File: src/rtl/trap_ctrl.sv
// trap_ctrl: trap sequencer choosing exception / mret / interrupt at MEM, flushing and redirecting the pipeline
module trap_ctrl #(
   parameter int SHADOW_CYCLES = 4,
   parameter int CNT_W         = 3
) (
   input  logic        clk,
   input  logic        rst_n,
   input  logic        mem_valid,
   input  logic [31:0] mem_pc,
   input  logic        mem_excp,
   input  logic [3:0]  mem_excp_code,
   input  logic        mem_is_mret,
   input  logic        mstatus_mie,
   input  logic [2:0]  mie,
   input  logic        irq_ext,
   input  logic        irq_timer,
   input  logic        irq_sw,
   input  logic [31:0] mtvec,
   input  logic [31:0] mepc_in,
   output logic        pipe_flush,
   output logic        redirect_valid,
   output logic [31:0] redirect_pc,
   output logic        trap_enter,
   output logic        trap_ret,
   output logic [31:0] mepc_wdata,
   output logic [31:0] mcause_wdata,
   output logic        busy
);
   typedef enum logic [1:0] {IDLE, TRAP, RET, SHADOW} state_t;
   localparam logic [CNT_W-1:0] RELOAD = CNT_W'(SHADOW_CYCLES);
   state_t           state, state_n;
   logic [CNT_W-1:0] cnt, cnt_n;
   logic [31:0]      mepc_q, mcause_q, vec_off;
   logic [2:0]       irq_act;
   logic [4:0]       irq_cause;
   logic             irq_pend, open, take_excp, take_ret, take_irq;

   assign irq_act   = {irq_ext, irq_timer, irq_sw} & mie;
   assign irq_pend  = mstatus_mie & |irq_act;
   assign irq_cause = irq_act[2] ? 5'd11 : irq_act[0] ? 5'd3 : 5'd7;
   assign open      = (state == IDLE) || (state == SHADOW);
   assign take_excp = open & mem_valid & mem_excp;
   assign take_ret  = open & mem_valid & mem_is_mret & ~mem_excp;
   // interrupts are only taken from IDLE so the shadow window guarantees forward progress
   assign take_irq  = (state == IDLE) & mem_valid & ~mem_excp & ~mem_is_mret & irq_pend;

   // next state and shadow counter
   always_comb begin
      state_n = state;
      cnt_n   = cnt;
      if (take_excp || take_irq) begin
         state_n = TRAP;
      end else if (take_ret) begin
         state_n = RET;
      end else if (state == TRAP || state == RET) begin
         state_n = (SHADOW_CYCLES == 0) ? IDLE : SHADOW;
         cnt_n   = RELOAD;
      end else if (state == SHADOW) begin
         cnt_n   = cnt - 1'b1;
         state_n = (cnt <= CNT_W'(1)) ? IDLE : SHADOW;
      end
   end

   // state register
   always_ff @(posedge clk or negedge rst_n) begin
      if (!rst_n) begin
         state <= IDLE;
         cnt   <= '0;
      end else begin
         state <= state_n;
         cnt   <= cnt_n;
      end
   end

   // capture mepc/mcause when a trap is accepted
   always_ff @(posedge clk or negedge rst_n) begin
      if (!rst_n) begin
         mepc_q   <= '0;
         mcause_q <= '0;
      end else if (take_excp || take_irq) begin
         mepc_q   <= mem_pc;
         mcause_q <= take_excp ? {28'b0, mem_excp_code} : {1'b1, 26'b0, irq_cause};
      end
   end

   assign trap_enter     = (state == TRAP);
   assign trap_ret       = (state == RET);
   assign redirect_valid = trap_enter | trap_ret;
   assign busy           = (state != IDLE);
   // flush is combinational from MEM while deciding, so gate it with reset to keep outputs quiet
   assign pipe_flush     = rst_n & (take_excp | take_ret | take_irq | redirect_valid);
   assign vec_off        = (mcause_q[31] && mtvec[1:0] == 2'b01) ? {25'b0, mcause_q[4:0], 2'b00} : 32'b0;
   assign redirect_pc    = trap_enter ? {mtvec[31:2], 2'b00} + vec_off : trap_ret ? mepc_in : 32'b0;
   assign mepc_wdata     = trap_enter ? mepc_q : 32'b0;
   assign mcause_wdata   = trap_enter ? mcause_q : 32'b0;
endmodule

File: config.mk
export PLATFORM = sky130hd
export DESIGN_NAME = trap_ctrl
export DESIGN_NICKNAME = d
export VERILOG_FILES = /design/src/rtl/trap_ctrl.sv
export SDC_FILE = /design/constraint.sdc
export NUM_CORES = 1
export LEC_CHECK = 0
export CAP_MARGIN = 10
export CORE_ASPECT_RATIO = 0.6
export CORE_UTILIZATION = 42
export CTS_BUF_LIST = sky130_fd_sc_hd__clkbuf_8
export DETAILED_ROUTE_END_ITERATION = 8
export PLACE_DENSITY_LB_ADDON = 0.05
export SLEW_MARGIN = 30
export SYNTH_ARGS = -nofsm -noshare
export SYNTH_HDL_FRONTEND = slang
export SYNTH_SLANG_ARGS = --single-unit
export TNS_END_PERCENT = 30
File: constraint.sdc
create_clock -name clk -period 11.25 [get_ports clk]
set_input_delay 2.8125 -clock clk [delete_from_list [all_inputs] [get_ports clk]]
set_output_delay 2.8125 -clock clk [all_outputs]
set_load 0.05 [all_outputs]
==> design notes, run 1 <==
For reference, the critical path cell chain is clkdlybuf4s50_1 > and3b_1 > and2_1 > ha_1 > a211o_1 > a21oi_1 > nor2_1 > o211ai_1 > clkdlybuf4s50_1. The tools report the weighted congestion reported at the end of routability-driven placement as 0.8001. The power report puts the net switching power at 0.6115 mW. With the logic depth of the worst path, buffers included at 9, the sequential share of the synthesized area is 0.3031. By area, logic gates come first.

The run gives 0.3196 as the met1 layer usage reported by global route. Wire segments on met3 add up to 1031 um in the final route. The H-tree generated during clock tree synthesis spans 2 levels. The total number of vias is 3579, and the residual overflow from global routing is 0. The global-route track usage on met2 came out at 0.3676. The highest metal layer used by the detailed router was met4. After synthesis the cells add up to 0.003467 mm2.

The switching power as a share of total power works out to 0.5086. The tools report the global router's overall resource usage as 0.2369. The number of antenna violations at the first check in global routing is 0, and the final setup TNS is 0 ns. In the setup report, the worst path falls into the class primary input to output pin. The internal power of the cells totals 0.5907 mW. The total clock buffers created by CTS was 5; the time the final worst path needs with I/O delays and setup was 9.114 ns. The run finished with clean final reports. The sequential group power came out at 0.261 mW.

The register with the most flip-flops in the final layout is mepc_q. The run gives 109.7 MHz as the peak clock frequency supported by timing. TritonRoute output was used to compute an average wire per cell of 15.82 um. Detail-routed via count per cell: 5.326. The top contributor to total power was combinational logic.
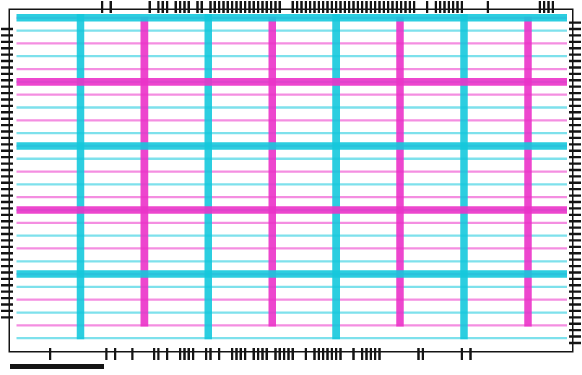
(run_1/power_grid.png)
Scale bar: 20 um. Pins as bars on the die edge.
| colour | net |
|---|---|
| cyan | VSS |
| magenta | VDD |
rows: 25
signal pins: 213
met5 straps: 5
met1 rails: 26

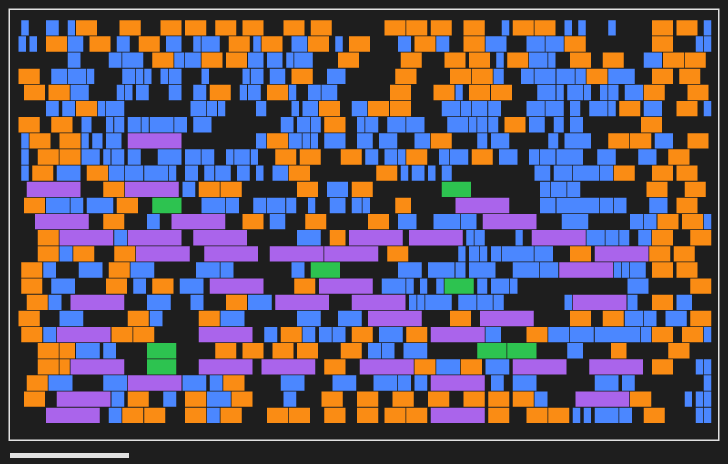
(run_1/placement_by_type.png)
Scale bar: 20 um.
| colour | class | cells | share of their area |
|---|---|---|---|
| green | clock drivers and dummy loads | 8 | 2.1% |
| blue | combinational and other logic | 325 | 43% |
| orange | other buffers and delay cells | 189 | 35% |
| purple | flops | 42 | 20% |
share of cell area taken by flip-flops and latches: 0.1937
Post-Layout Inst Area: 0.005425 mm2

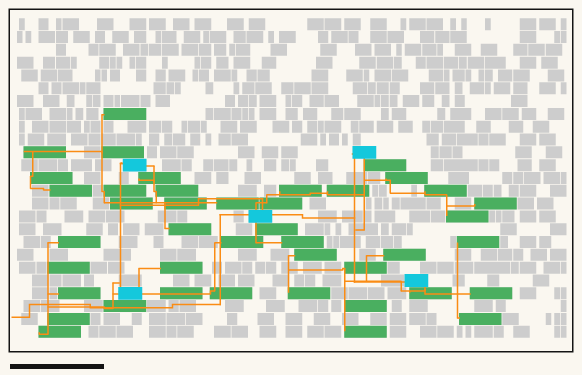
(run_1/clk_routes.png)
Scale bar: 20 um.
[orange] clock wires | length: 566 um
[green] flip-flops | count: 42
[cyan] clock drivers | count: 5
routed clock nets: 6
part of the power in the clock network: 0.094
Clock Power: 0.113 mW
setup skew after layout: 0.003447 ns
clock insertion delay at the later pin of the skew report: 0.30 ns

==> run_1/congestion.png <==
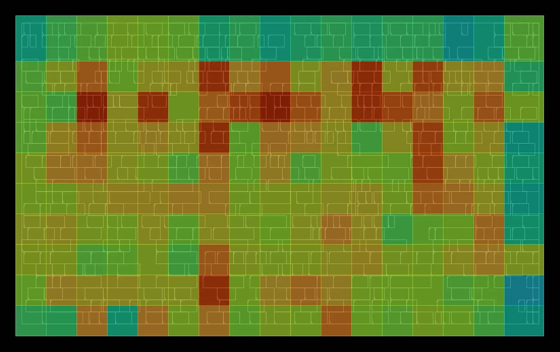

==> run 2, diff against run 1 <==
Settings changed: CORE_UTILIZATION 42 to 35.
Clock period 11.25 ns to 8.05 ns, I/O delays scaled along.
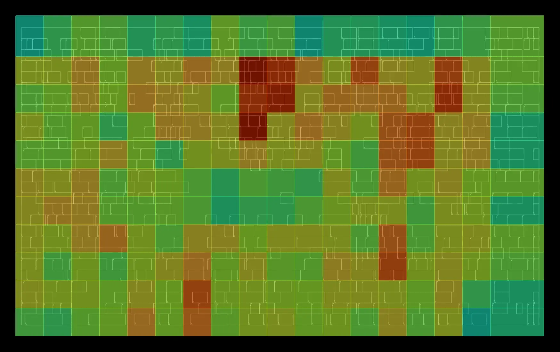
(run_2/congestion.png)
global-route layer with the greatest usage: met2
global-route track usage on met1: 0.3078
met2 demand-to-capacity share in global routing: 0.3201
total track usage: 0.2184

==> run 2 against run 1 <==
Combinational power rose by about 40%. Synthesized cell count is the same. Core utilization shrank 10 points. Critical path type unchanged. Critical endpoint is now redirect_pc[17]. Largest cell class unchanged.
==> design notes, run 2 <==
The run finished with clean final reports. The non-clock buffer share of cell area was 0.3472; the final worst clock skew was 0.004450 ns (+0.001003 ns). The logs give 0.8123 (+1.5%) for the weighted congestion reported at the end of routability-driven placement and 0.126 mW (+10%) for the clock-net power. Highest metal layer used by the detailed router: met4. Endpoints with negative setup slack in the final report add up to 0. The average wire length per cell after detail routing works out to 15.90 um (+0.49%). The logic depth of the worst path, buffers included is 9 (unchanged), and the deepest level of the CTS H-tree is 2 (unchanged).

The final setup TNS is 0 ns (unchanged), and the detail-routed via count per cell is 5.157 (-3.2%). The total clock buffers created by CTS was 5 (unchanged). The group that draws the most power in this run is combinational logic. The sequential share of the synthesized area came out at 0.3031 (unchanged). The report lists the cells along the critical path as clkdlybuf4s50_1 > and3b_1 > and2_1 > ha_1 > a211o_1 > a21oi_1 > nor2_1 > o211ai_1 > clkdlybuf4s50_1.

The run gives 0.7971 mW (+35%) as the internal power. The switching power as a share of total power was 0.5175 (+0.008921). The mapped cell area is 0.003467 mm2 (unchanged), and the time the final worst path needs with I/O delays and setup is 7.513 ns. The residual overflow from global routing is 0 (unchanged), and the sequential group power is 0.362 mW (+39%). The clock latency at the later pin of the worst-skew pair was 0.29 ns (about the same). The critical path in this run is classified as primary input to output pin. The switching power of the nets was 0.8551 mW (+40%); the clock network fraction of total power was 0.076 (-0.018). The largest register by flop count is mepc_q.

Total non-filler cell area in the finished layout: 0.005428 mm2 (about the same).
Power is estimated from default activity; no workload was simulated.
